Cells by drive strength:
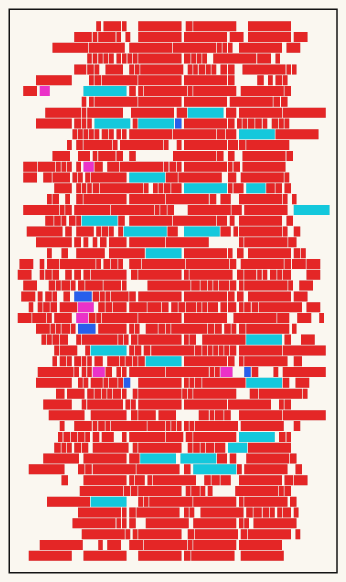
Cells coloured by class:
Bar = 20 microns.
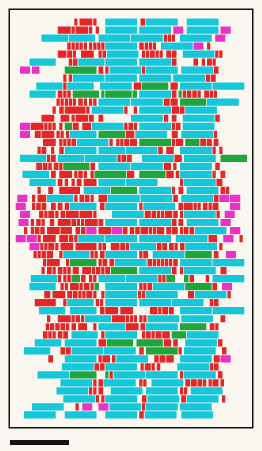
Wires at chosen ports, followed through buffers:
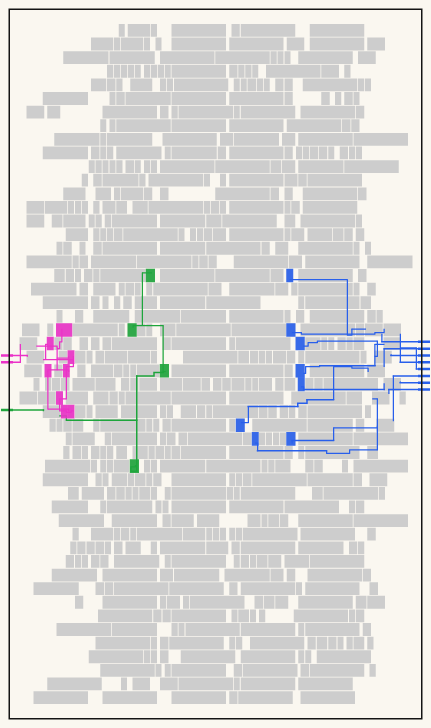
Wiring heat map:
Bar = 20 microns. The die is cut into 16 by 28 equal tiles; dark purple is low, yellow is high, scaled to the fullest tile. Values are wire area over tile area, all layers added.
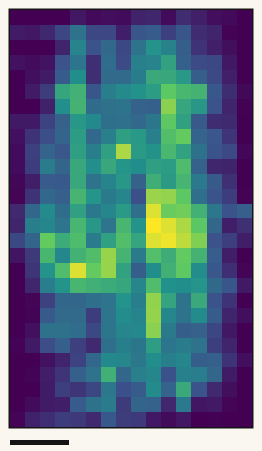
[src/rtl/dsf_pkg.sv]
// Shared definitions for domain_slot_fifo: id widths, security labels and the
// scrub state encoding.
package dsf_pkg;

  // Scrub sequencer states (used only when DOMAIN_SCRUB_EN is defined).
  typedef enum logic [0:0] {
    SCRUB_IDLE   = 1'b0,
    SCRUB_ACTIVE = 1'b1
  } scrub_state_t;

  // Security labels: L (public), H (secret), Dk (owned by domain k).
  typedef logic [3:0] label_t;
  localparam label_t LBL_L = 4'd0;
  localparam label_t LBL_H = 4'd1;

  // Label of domain k's private data.
  function automatic label_t lbl_dom(input int k);
    return label_t'(k + 2);
  endfunction

  // Bits needed to index n items; at least one bit.
  function automatic int id_width(input int n);
    return (n > 1) ? $clog2(n) : 1;
  endfunction

endpackage

[src/rtl/dom_partition.sv]
// One domain's private FIFO partition: storage, rd/wr pointers, occupancy count
// and a zeroing write port driven by the scrub sequencer.
// With DOMAIN_SCRUB_EN defined the storage array also resets to zero.
module dom_partition
  import dsf_pkg::*;
#(
  parameter int  DEPTH = 4,
  parameter int  WIDTH = 8,
  localparam int AW    = id_width(DEPTH),
  localparam int CW    = AW + 1
) (
  input  logic             clk,
  input  logic             rst_n,
  input  logic             push,
  input  logic [WIDTH-1:0] push_data,
  input  logic             pop,
  input  logic             clear,
  input  logic             scrub_we,
  input  logic [AW-1:0]    scrub_addr,
  output logic [WIDTH-1:0] head_data,
  output logic [CW-1:0]    count,
  output logic             full
);

  logic [WIDTH-1:0] mem [DEPTH];
  logic [AW-1:0]    rd_ptr;
  logic [AW-1:0]    wr_ptr;
  logic [CW-1:0]    cnt;

  // Pointer and count update; clear (flush) overrides any push/pop this cycle.
  // NOTE: sequential state uses <= so every register samples pre-edge values.
  always_ff @(posedge clk or negedge rst_n) begin
    if (!rst_n) begin
      rd_ptr <= '0;
      wr_ptr <= '0;
      cnt    <= '0;
    end else if (clear) begin
      rd_ptr <= '0;
      wr_ptr <= '0;
      cnt    <= '0;
    end else begin
      if (push) wr_ptr <= wr_ptr + 1'b1;
      if (pop)  rd_ptr <= rd_ptr + 1'b1;
      case ({push, pop})
        2'b10:   cnt <= cnt + 1'b1;
        2'b01:   cnt <= cnt - 1'b1;
        default: cnt <= cnt;
      endcase
    end
  end

`ifdef DOMAIN_SCRUB_EN
  // Storage write port; scrub zeroes one entry per cycle, array resets to zero.
  // NOTE: the array is reset only in the scrub build, where stale secrets must never survive.
  always_ff @(posedge clk or negedge rst_n) begin
    if (!rst_n) begin
      for (int i = 0; i < DEPTH; i++) mem[i] <= '0;
    end else if (scrub_we) begin
      mem[scrub_addr] <= '0;
    end else if (push) begin
      mem[wr_ptr] <= push_data;
    end
  end
`else
  // Storage write port; no reset so the array maps onto plain RAM.
  always_ff @(posedge clk) begin
    if (scrub_we) begin
      mem[scrub_addr] <= '0;
    end else if (push) begin
      mem[wr_ptr] <= push_data;
    end
  end
`endif

  assign head_data = mem[rd_ptr];
  assign count     = cnt;
  assign full      = (cnt == CW'(DEPTH));

endmodule

[src/rtl/domain_slot_fifo.sv]
// Multi-domain FIFO: one static partition per security domain and a fixed
// round-robin time-slot output scheduler whose timing never depends on occupancy.
// Optional feature: define DOMAIN_SCRUB_EN to zero a flushed partition's storage
// over DEPTH cycles (and reset storage); otherwise flush is a one-cycle pointer clear.
module domain_slot_fifo
  import dsf_pkg::*;
#(
  parameter int  NDOM  = 4,
  parameter int  DEPTH = 4,
  parameter int  WIDTH = 8,
  parameter int  SLOT  = 2,
  localparam int DW    = id_width(NDOM),
  localparam int AW    = id_width(DEPTH),
  localparam int CW    = AW + 1,
  localparam int SCW   = id_width(SLOT)
) (
  input  logic             clk,
  input  logic             rst_n,
  input  logic             in_valid,
  input  logic [DW-1:0]    in_dom,
  input  logic [WIDTH-1:0] in_data,
  output logic             in_ready,
  output logic             out_valid,
  output logic [DW-1:0]    out_dom,
  output logic [WIDTH-1:0] out_data,
  input  logic             out_ready,
  input  logic             flush_valid,
  input  logic [DW-1:0]    flush_dom,
  output logic             flush_ready
);

  logic [SCW-1:0]   slot_cnt;
  logic [DW-1:0]    cur_slot;
  logic [NDOM-1:0]  push_vec;
  logic [NDOM-1:0]  pop_vec;
  logic [NDOM-1:0]  clear_vec;
  logic [NDOM-1:0]  full;
  logic [NDOM-1:0]  busy;
  logic [WIDTH-1:0] head      [NDOM];
  logic [CW-1:0]    dom_count [NDOM];
  logic [AW-1:0]    scrub_idx;
  logic             flush_fire;

  // Free-running slot scheduler: each domain owns the output for SLOT cycles.
  always_ff @(posedge clk or negedge rst_n) begin
    if (!rst_n) begin
      slot_cnt <= '0;
      cur_slot <= '0;
    end else if (slot_cnt == SCW'(SLOT - 1)) begin
      slot_cnt <= '0;
      cur_slot <= cur_slot + 1'b1;
    end else begin
      slot_cnt <= slot_cnt + 1'b1;
    end
  end

`ifdef DOMAIN_SCRUB_EN
  scrub_state_t  state, state_d;
  logic [DW-1:0] scrub_dom, scrub_dom_d;
  logic [AW-1:0] scrub_idx_d;

  // Scrub sequencer state register.
  always_ff @(posedge clk or negedge rst_n) begin
    if (!rst_n) begin
      state     <= SCRUB_IDLE;
      scrub_dom <= '0;
      scrub_idx <= '0;
    end else begin
      state     <= state_d;
      scrub_dom <= scrub_dom_d;
      scrub_idx <= scrub_idx_d;
    end
  end

  // Scrub next state: accept a flush in IDLE, then walk every entry of that domain.
  always_comb begin
    state_d     = state;
    scrub_dom_d = scrub_dom;
    scrub_idx_d = scrub_idx;
    flush_ready = 1'b0;
    busy        = '0;
    case (state)
      SCRUB_IDLE: begin
        flush_ready = 1'b1;
        if (flush_valid) begin
          state_d     = SCRUB_ACTIVE;
          scrub_dom_d = flush_dom;
          scrub_idx_d = '0;
        end
      end
      SCRUB_ACTIVE: begin
        busy[scrub_dom] = 1'b1;
        scrub_idx_d     = scrub_idx + 1'b1;
        if (scrub_idx == AW'(DEPTH - 1)) state_d = SCRUB_IDLE;
      end
      default: state_d = SCRUB_IDLE;
    endcase
  end
`else
  assign flush_ready = 1'b1;
  assign busy        = '0;
  assign scrub_idx   = '0;
`endif

  assign flush_fire = flush_valid && flush_ready;

  // Input acceptance never looks at out_ready; a same-domain flush blocks the push.
  assign in_ready = !full[in_dom] && !busy[in_dom] &&
                    !(flush_fire && (flush_dom == in_dom));

  assign out_dom   = cur_slot;
  assign out_valid = (dom_count[cur_slot] != '0) && !busy[cur_slot];
  assign out_data  = head[cur_slot];

  // Steer push/pop/clear strobes to the addressed partition.
  // NOTE: vectors get a default before the loop so no latch is inferred.
  always_comb begin
    push_vec  = '0;
    pop_vec   = '0;
    clear_vec = '0;
    for (int d = 0; d < NDOM; d++) begin
      push_vec[d]  = in_valid && in_ready && (in_dom == DW'(d));
      pop_vec[d]   = out_valid && out_ready && (cur_slot == DW'(d));
      clear_vec[d] = flush_fire && (flush_dom == DW'(d));
    end
  end

  for (genvar d = 0; d < NDOM; d++) begin : g_dom
    dom_partition #(
      .DEPTH (DEPTH),
      .WIDTH (WIDTH)
    ) u_part (
      .clk        (clk),
      .rst_n      (rst_n),
      .push       (push_vec[d]),
      .push_data  (in_data),
      .pop        (pop_vec[d]),
      .clear      (clear_vec[d]),
      .scrub_we   (busy[d]),
      .scrub_addr (scrub_idx),
      .head_data  (head[d]),
      .count      (dom_count[d]),
      .full       (full[d])
    );
  end

endmodule
[config.mk]
export PLATFORM = sky130hd
export DESIGN_NAME = domain_slot_fifo
export DESIGN_NICKNAME = d
export VERILOG_FILES = /design/src/rtl/dsf_pkg.sv /design/src/rtl/dom_partition.sv /design/src/rtl/domain_slot_fifo.sv
export SDC_FILE = /design/constraint.sdc
export NUM_CORES = 1
export LEC_CHECK = 0
export ABC_AREA = 1
export CORE_ASPECT_RATIO = 1.75
export CORE_MARGIN = 1.5
export CORE_UTILIZATION = 65
export CTS_CLUSTER_SIZE = 28
export DETAILED_ROUTE_END_ITERATION = 7
export GPL_ROUTABILITY_DRIVEN = 0
export PLACE_DENSITY = 0.93
export SYNTH_ARGS = -nofsm -noshare
export SYNTH_HDL_FRONTEND = slang
export SYNTH_SLANG_ARGS = --single-unit
export TNS_END_PERCENT = 30
[constraint.sdc]
create_clock -name clk -period 5.25 [get_ports clk]
set_clock_uncertainty 0.15 [all_clocks]
set_input_delay 0.525 -clock clk [delete_from_list [all_inputs] [get_ports clk]]
set_output_delay 0.525 -clock clk [all_outputs]
set_load 0.005 [all_outputs]
==> summary.txt <==
yosys + openroad results -> dominant non-sequential cell family after synthesis simple AND/OR/NAND/NOR gates, CP arrival 3.20 ns, number of resized instances in the post-cts repair step 0, critical path's most frequent cell sky130_fd_sc_hd__o21ai_0, register area share after synthesis 64.90%, number of logic stages on the critical path including buffering 6, type of the setup path with the least slack flip-flop to output pin, mean post-synth cell area 11.21 sq um, reported leakage power 0.003097 uW, TritonCTS clock tree done, number of buffers added for setup after CTS 0, VDD IR-drop max 0.3617 mV, Final min period 3.879 ns, total number of yosys warnings 0, vertical die size 141.4 microns, setup repair after global routing missed its margin no, Std-Cell Core Area 10700 sq um, proportion of layout cells with a drive suffix above 1 5.075%, max-cap violation count 0, Worst Reg-to-Reg Cells 13, Max-slew headroom 35.01%, vias post-DR 5452, effective utilization at floorplan 66.54%, number of buffers and inverters on the critical path 2, DR WL met3 1.894 mm, Remaining DRCs 0, cell type of the slowest stage on the worst timing path sky130_fd_sc_hd__dfrtp_1, number of warnings in the stage logs 41, Ant. Diodes 0, most used logic cell in the final layout sky130_fd_sc_hd__edfxtp_1, status finished, final reports clean, launch instance of the worst register-to-register path out_dom[0], Wirelength per Cell 23.24 microns, cells along the critical path inv_1 > o21ai_0 > o21ai_0 > o211ai_1 > o21ai_0 > clkdlybuf4s50_1, worst-case clock buffer depth 2, met2 layer wire length in the routed design 9.193 mm, required arrival time at the worst endpoint 4.58 ns, initial detailed-routing violation count 866, layout overhead on the synthesized area 13.32%, maximum number of pins on one net before global-route repair 32, M1 WL 6.059 mm, fraction of synthesized area in multiplexers 0%, yosys stat chip area 7118 sq um, antenna-violating nets left 0, met1 demand-to-capacity share in global routing 42.33%, ratio of final minimum period to clock period 73.89%, number of optimization iterations in the first detailed-route pass 6, Die Wd 82.11 microns, net count entering floorplan 680, cell row count 50, worst setup slack after placement 1.688 ns, met3 usage in global routing 7.781%, distinct cell type count of the synthesized netlist 27, final cell utilization of the core 75.40%, highest achievable clock rate 0.2578 GHz, arithmetic-cell share of the synthesized area counting full adders, half adders and majority gates 5.344%, initial antenna violation count 0, cell family with the largest share of critical-path delay buffers and inverters, clock transition at the registers of the reported paths 0.06 ns, most used routing layer in global routing met2, Max Transition Viols Final 0, post-synthesis instance area 7118 sq um, final routed wirelength across all metal layers 18.59 mm, type of element capturing the critical path output pin
-- 'cells by drive strength' (at the start) --
legend:
  x1 and smaller:
    colour: red
    cells: 636
    most_used: edfxtp_1
  x2:
    colour: blue
    cells: 5
    most_used: clkinv_2
  x6 and larger:
    colour: cyan
    cells: 23
    most_used: clkbuf_16
  x3 and x4:
    colour: magenta
    cells: 6
    most_used: clkinv_4

-- 'cells coloured by class' (at the start) --
legend:
  remaining logic cells:
    colour: red
    cells: 450
    share_of_their_area: 30%
  registers:
    colour: cyan
    cells: 159
    share_of_their_area: 58%
  remaining buffers and delay cells:
    colour: magenta
    cells: 29
    share_of_their_area: 3.6%
  clock drivers and dummy loads:
    colour: green
    cells: 32
    share_of_their_area: 7.9%

-- 'wires at chosen ports, followed through buffers' (at the start) --
legend:
  in_dom:
    colour: magenta
    direction: input
    edge: west
    end_cells: 8
    wire: 68.2 microns
  out_data:
    colour: blue
    direction: output
    edge: east
    end_cells: 8
    wire: 268 microns
  out_ready:
    colour: green
    direction: input
    edge: west
    end_cells: 4
    wire: 79.4 microns

-- 'wiring heat map' (at the start) --
emptiest ninth of the die: south-west
densest ninth of the die: centre
tiles over half the peak: 23%
fullest tile: 0.88
nearly empty tiles: 12%
mean over tiles: 0.28

==> state kept, by name, summed over array words and instances, names as in the netlist <==
| name | cells |
|---|---|
| g_dom.u_part.wr_ptr | 8 |
| g_dom.u_part.count | 12 |
| g_dom.u_part.mem | 128 |
| g_dom.u_part.rd_ptr | 8 |
| slot_cnt | 1 |
| out_dom | 2 |
==> metrics by stage <==
stage	cell area (sq um)	total power, uW	hold WS (ns)
after floorplan	7118	2189	0.07941
final	8066	3905	0.3519
after detailed placement	7442	2547	0.3298
after CTS	8066	3851	0.3628
after global placement	7442	2457	0.3178
after global routing	8066	4048	0.3815
==> area by class of cell <==
cell class                      count  area [sq um]
Tap cell                          130         162.7
Clock buffer                       22         464.2
Multi-Input combinational cell    386          2132
Sequential cell                   159          4619
Clock inverter                     10         160.2
Timing Repair Buffer               29         287.8
Inverter                           64         240.2
Fill cell                         569          2631
==> final timing paths <==
kind | slack (ns) | endpoint
worst max register to register | 1.46 | g_dom[3].u_part.count[2]
min in group clk | 0.37 | slot_cnt
worst min register to register | 0.37 | slot_cnt
max in group asynchronous | 4.28 | g_dom[1].u_part.wr_ptr[1]
worst max-delay path | 1.37 | out_data[2]
worst min-delay path | 0.35 | g_dom[3].u_part.count[1]
==> where the power goes <==
group          switching (uW)  internal, uW  total [uW]  leakage (uW)
logic                     587           340         927       0.00124
registers                 186          1480        1670       0.00156
clock network             488           820        1310      0.000304
==> synth_stat cells <==
| master | number | share of area, % |
|---|---|---|
| sky130_fd_sc_hd__edfxtp_1 | 128 | 54 |
| sky130_fd_sc_hd__nor2_1 | 114 | 6.0 |
| sky130_fd_sc_hd__o21ai_0 | 85 | 6.0 |
| sky130_fd_sc_hd__inv_1 | 63 | 3.3 |
| sky130_fd_sc_hd__nand3_1 | 46 | 3.2 |
| sky130_fd_sc_hd__nand2_1 | 39 | 2.1 |
| sky130_fd_sc_hd__dfrtp_1 | 31 | 11 |
| sky130_fd_sc_hd__ha_1 | 24 | 4.2 |
| sky130_fd_sc_hd__o211ai_1 | 20 | 2.1 |
| sky130_fd_sc_hd__o22ai_1 | 18 | 1.6 |
| sky130_fd_sc_hd__buf_2 | 14 | 0.98 |
| sky130_fd_sc_hd__clkbuf_1 | 9 | 0.47 |
| sky130_fd_sc_hd__nand4_1 | 8 | 0.70 |
| sky130_fd_sc_hd__a21oi_1 | 6 | 0.42 |
| sky130_fd_sc_hd__xor2_1 | 6 | 0.74 |
| sky130_fd_sc_hd__nor3_1 | 5 | 0.35 |
| sky130_fd_sc_hd__fa_1 | 4 | 1.1 |
| sky130_fd_sc_hd__o221ai_1 | 3 | 0.37 |
| sky130_fd_sc_hd__xnor2_1 | 3 | 0.37 |
| sky130_fd_sc_hd__nand4_2 | 2 | 0.35 |
| sky130_fd_sc_hd__and2_4 | 1 | 0.12 |
| sky130_fd_sc_hd__buf_1 | 1 | 0.053 |
| sky130_fd_sc_hd__buf_4 | 1 | 0.11 |
| sky130_fd_sc_hd__buf_6 | 1 | 0.16 |
| sky130_fd_sc_hd__clkinv_1 | 1 | 0.053 |
| sky130_fd_sc_hd__conb_1 | 1 | 0.053 |
| sky130_fd_sc_hd__nor2_4 | 1 | 0.16 |
Power and IR drop assume default switching activity.
